The metal 4 layer:
Supply wires on this layer in gray.
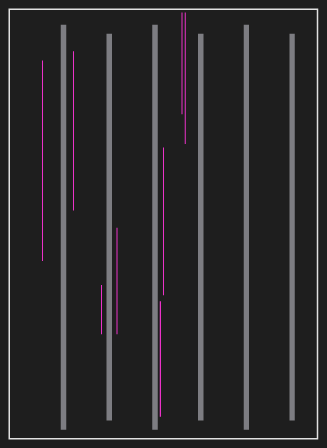
Routed clock nets over the placement:
Scale bar: 20 um.
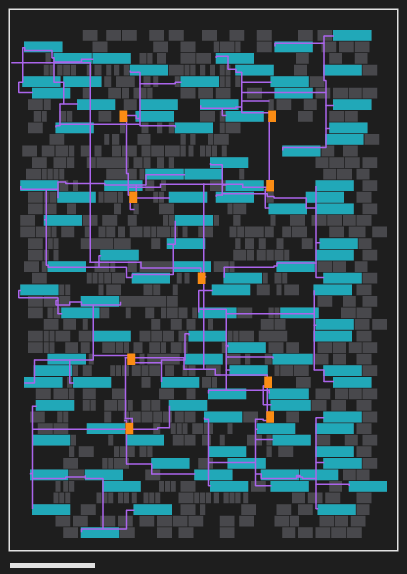
===== config.mk =====
export PLATFORM = sky130hd
export DESIGN_NAME = instr_fetch_unit_flat
export DESIGN_NICKNAME = d
export VERILOG_FILES = /design/src/rtl/instr_fetch_unit_pkg.sv /design/src/rtl/instr_fetch_unit_if.sv /design/src/rtl/instr_fetch_unit_fetch_wait_counter.sv /design/src/rtl/instr_fetch_unit.sv /design/src/flat_wrapper.sv
export SDC_FILE = /design/constraint.sdc
export NUM_CORES = 1
export LEC_CHECK = 0
export CAP_MARGIN = 30
export CORE_AREA = 2 2 89 125
export CTS_BUF_LIST = sky130_fd_sc_hd__clkbuf_2
export DETAILED_ROUTE_END_ITERATION = 8
export DIE_AREA = 0 0 91 127
export PLACE_DENSITY_LB_ADDON = 0.08
export SLEW_MARGIN = 20
export SYNTH_ARGS = -nofsm -noshare
export SYNTH_HDL_FRONTEND = slang
export SYNTH_SLANG_ARGS = --single-unit

===== constraint.sdc =====
create_clock -name clk -period 3.7 [get_ports clk]
set_input_delay 0.74 -clock clk [delete_from_list [all_inputs] [get_ports clk]]
set_output_delay 0.74 -clock clk [all_outputs]
set_load 0.02 [all_outputs]

===== src/rtl/instr_fetch_unit_pkg.sv =====
// Shared definitions for the instruction-fetch stage.
//   XLEN_DEF     default address/data width
//   TIMEOUT_DEF  default REQ cycles allowed without mem_ready before abort
//   RISCV_NOP    value loaded into IR on reset and on any aborted fetch
//   fetch_state_t  2-bit fetch FSM state encoding
package instr_fetch_unit_pkg;

    localparam int          XLEN_DEF    = 32;
    localparam int          TIMEOUT_DEF = 16;
    localparam logic [31:0] RISCV_NOP   = 32'h0000_0013;  // addi x0, x0, 0

    typedef enum logic [1:0] {
        ST_IDLE = 2'b00,
        ST_REQ  = 2'b01,
        ST_DONE = 2'b10
    } fetch_state_t;

endpackage


===== src/rtl/instr_fetch_unit_if.sv =====
// Instruction-memory read bus between the fetch unit and instruction memory.
//   req    fetch unit -> memory   read request, held until ready
//   addr   fetch unit -> memory   read address, stable while req=1
//   ready  memory -> fetch unit   rdata valid this cycle
//   rdata  memory -> fetch unit   fetched word
// master = fetch unit side, slave = memory side.
interface instr_fetch_unit_if
    import instr_fetch_unit_pkg::*;
#(
    parameter int XLEN = XLEN_DEF
);
    logic            req;
    logic [XLEN-1:0] addr;
    logic            ready;
    logic [XLEN-1:0] rdata;

    modport master (output req, output addr, input ready, input rdata);
    modport slave  (input req, input addr, output ready, output rdata);
endinterface


===== src/rtl/instr_fetch_unit_fetch_wait_counter.sv =====
// Wait counter for the fetch REQ phase.
//   clk, rst  clock, asynchronous active-high reset
//   clear     synchronous clear (new fetch accepted)
//   enable    count one REQ cycle that saw no mem_ready
//   tc        count has reached TIMEOUT_CYCLES-1 (next idle REQ cycle aborts)
module fetch_wait_counter #(
    parameter int TIMEOUT_CYCLES = 16
) (
    input  logic clk,
    input  logic rst,
    input  logic clear,
    input  logic enable,
    output logic tc
);
    localparam int CW = $clog2(TIMEOUT_CYCLES);

    logic [CW-1:0] count;

    // The FSM stops enabling once tc is seen, so count never wraps.
    always_ff @(posedge clk or posedge rst) begin
        if (rst)         count <= '0;
        else if (clear)  count <= '0;
        else if (enable) count <= count + CW'(1);
    end

    assign tc = (count == CW'(TIMEOUT_CYCLES - 1));
endmodule


===== src/rtl/instr_fetch_unit.sv =====
// Instruction-fetch stage: on fetch_start in IDLE, reads the word at pc_in
// over the memory bus, loads it into IR and captures pc_in+4.
//   clk, rst     clock, asynchronous active-high reset
//   fetch_start  one-cycle fetch command, accepted only in IDLE
//   pc_in        current PC
//   mem          instruction-memory bus (master side)
//   instr        instruction register
//   pc_plus4     captured pc_in + 4
//   fetch_done   one-cycle completion pulse (ok or error)
//   fetch_err    last fetch aborted; sticky until the next accepted start
//   busy         high in REQ and DONE
// Optional macro FETCH_MISALIGN_CHK_EN: a start with pc_in[1:0]!=0 skips the
// memory access and completes immediately with fetch_err=1 and IR=NOP.
module instr_fetch_unit
    import instr_fetch_unit_pkg::*;
#(
    parameter int XLEN           = XLEN_DEF,
    parameter int TIMEOUT_CYCLES = TIMEOUT_DEF
) (
    input  logic                     clk,
    input  logic                     rst,
    input  logic                     fetch_start,
    input  logic [XLEN-1:0]          pc_in,
    instr_fetch_unit_if.master       mem,
    output logic [XLEN-1:0]          instr,
    output logic [XLEN-1:0]          pc_plus4,
    output logic                     fetch_done,
    output logic                     fetch_err,
    output logic                     busy
);
    localparam logic [XLEN-1:0] NOP = XLEN'(RISCV_NOP);

    fetch_state_t    state_q, state_d;
    logic            req_q, req_d;
    logic [XLEN-1:0] addr_q, addr_d;
    logic [XLEN-1:0] instr_q, instr_d;
    logic [XLEN-1:0] pc4_q, pc4_d;
    logic            done_q, done_d;
    logic            err_q, err_d;
    logic            busy_q, busy_d;
    logic            cnt_clr, cnt_en, cnt_tc;

    fetch_wait_counter #(.TIMEOUT_CYCLES(TIMEOUT_CYCLES)) u_wait_cnt (
        .clk    (clk),
        .rst    (rst),
        .clear  (cnt_clr),
        .enable (cnt_en),
        .tc     (cnt_tc)
    );

    always_ff @(posedge clk or posedge rst) begin
        if (rst) begin
            state_q <= ST_IDLE;
            req_q   <= 1'b0;
            addr_q  <= '0;
            instr_q <= NOP;
            pc4_q   <= '0;
            done_q  <= 1'b0;
            err_q   <= 1'b0;
            busy_q  <= 1'b0;
        end else begin
            state_q <= state_d;
            req_q   <= req_d;
            addr_q  <= addr_d;
            instr_q <= instr_d;
            pc4_q   <= pc4_d;
            done_q  <= done_d;
            err_q   <= err_d;
            busy_q  <= busy_d;
        end
    end

    // Next-state and next-register values. fetch_done is registered, so it is
    // raised on the edge that enters DONE and lasts exactly the DONE cycle.
    always_comb begin
        state_d = state_q;
        req_d   = req_q;
        addr_d  = addr_q;
        instr_d = instr_q;
        pc4_d   = pc4_q;
        err_d   = err_q;
        done_d  = 1'b0;
        cnt_clr = 1'b0;
        cnt_en  = 1'b0;
        unique case (state_q)
            ST_IDLE: begin
                if (fetch_start) begin
                    addr_d = pc_in;
                    pc4_d  = pc_in + XLEN'(4);
`ifdef FETCH_MISALIGN_CHK_EN
                    if (pc_in[1:0] != 2'b00) begin
                        instr_d = NOP;
                        err_d   = 1'b1;
                        done_d  = 1'b1;
                        state_d = ST_DONE;
                    end else
`endif
                    begin
                        err_d   = 1'b0;
                        cnt_clr = 1'b1;
                        req_d   = 1'b1;
                        state_d = ST_REQ;
                    end
                end
            end
            ST_REQ: begin
                // ready wins over the timeout when both land on the same cycle
                if (mem.ready) begin
                    instr_d = mem.rdata;
                    req_d   = 1'b0;
                    done_d  = 1'b1;
                    state_d = ST_DONE;
                end else if (cnt_tc) begin
                    instr_d = NOP;
                    err_d   = 1'b1;
                    req_d   = 1'b0;
                    done_d  = 1'b1;
                    state_d = ST_DONE;
                end else begin
                    cnt_en = 1'b1;
                end
            end
            ST_DONE: state_d = ST_IDLE;
            default: state_d = ST_IDLE;
        endcase
        busy_d = (state_d != ST_IDLE);
    end

    assign mem.req    = req_q;
    assign mem.addr   = addr_q;
    assign instr      = instr_q;
    assign pc_plus4   = pc4_q;
    assign fetch_done = done_q;
    assign fetch_err  = err_q;
    assign busy       = busy_q;
endmodule

===== src/flat_wrapper.sv =====
// flat-port wrapper written by rule: the top's interface ports become plain ports
module instr_fetch_unit_flat import instr_fetch_unit_pkg::*;
#(
    parameter int XLEN           = XLEN_DEF,
    parameter int TIMEOUT_CYCLES = TIMEOUT_DEF
)
  (clk, rst, fetch_start, pc_in, instr, pc_plus4, fetch_done, fetch_err, busy, mem_req, mem_addr, mem_ready, mem_rdata);
  instr_fetch_unit_if #(.XLEN(XLEN)) mem_i ();
  input  logic clk;
  input  logic rst;
  input  logic fetch_start;
  input  logic [XLEN-1:0] pc_in;
  output logic [XLEN-1:0] instr;
  output logic [XLEN-1:0] pc_plus4;
  output logic fetch_done;
  output logic fetch_err;
  output logic busy;
  output wire logic [$bits(mem_i.req)-1:0] mem_req;
  output wire logic [$bits(mem_i.addr)-1:0] mem_addr;
  input wire logic [$bits(mem_i.ready)-1:0] mem_ready;
  input wire logic [$bits(mem_i.rdata)-1:0] mem_rdata;
  assign mem_req = mem_i.req;
  assign mem_addr = mem_i.addr;
  assign mem_i.ready = mem_ready;
  assign mem_i.rdata = mem_rdata;
  instr_fetch_unit #(.XLEN(XLEN), .TIMEOUT_CYCLES(TIMEOUT_CYCLES)) u_core (.clk(clk), .rst(rst), .fetch_start(fetch_start), .pc_in(pc_in), .mem(mem_i), .instr(instr), .pc_plus4(pc_plus4), .fetch_done(fetch_done), .fetch_err(fetch_err), .busy(busy));
endmodule

==> notes.md <==
The synthesis and PnR run went through. The final report gives the standard cell area, fillers excluded, as 0.00644 sq mm. The flow ran to the end, and the final reports show no timing, DRC or antenna violations. Per the Yosys statistics, synthesis produced 454 cells. Total routing usage reported by global routing landed at 0.207. After layout, the buffer instance count without clock buffers stands at 172. Met1 demand-to-capacity share in global routing landed at 0.267. The fraction of final cell area spent on clock buffers and inverters in this run is 0.0155. Routing resource usage on met2 recorded by global route was 0.342. CTS placed an instance of sky130_fd_sc_hd__clkbuf_2 at the clock tree root. Flop share of the area landed at 0.405. The most critical min-delay path falls under reg -> reg. The worst path in the final design needs a cycle of 2.47 ns, including I/O delays and setup. The design draws 4800 uW.

The layout report gives the multi-input gate share of total cell area as 0.281. Number of tap cells added at floorplan landed at 138. Power in combinational cells landed at 2400 uW. Utilization of the core after routing landed at 0.622.

Post-synthesis mux area share landed at 0. Yosys shows that the main logic family after synthesis is simple AND/OR/NAND/NOR gates. The synthesized netlist occupies a cell area of 0.00457 sq mm. The capture point of the worst register-to-register path is recorded as u_core.instr[14]$_DFFE_PP0P_.
## Picture notes: 'the metal 4 layer'
- wire length on this layer: 298 um
- nets with wire on the layer: 7
- longest straight run: 59.2 um

## Picture notes: 'routed clock nets over the placement'
- cyan: flip-flops (count 104)
- orange: clock drivers (count 9)
- purple: clock wires (length 1220 um)
- routed clock nets: 10

Power and IR drop assume default switching activity.
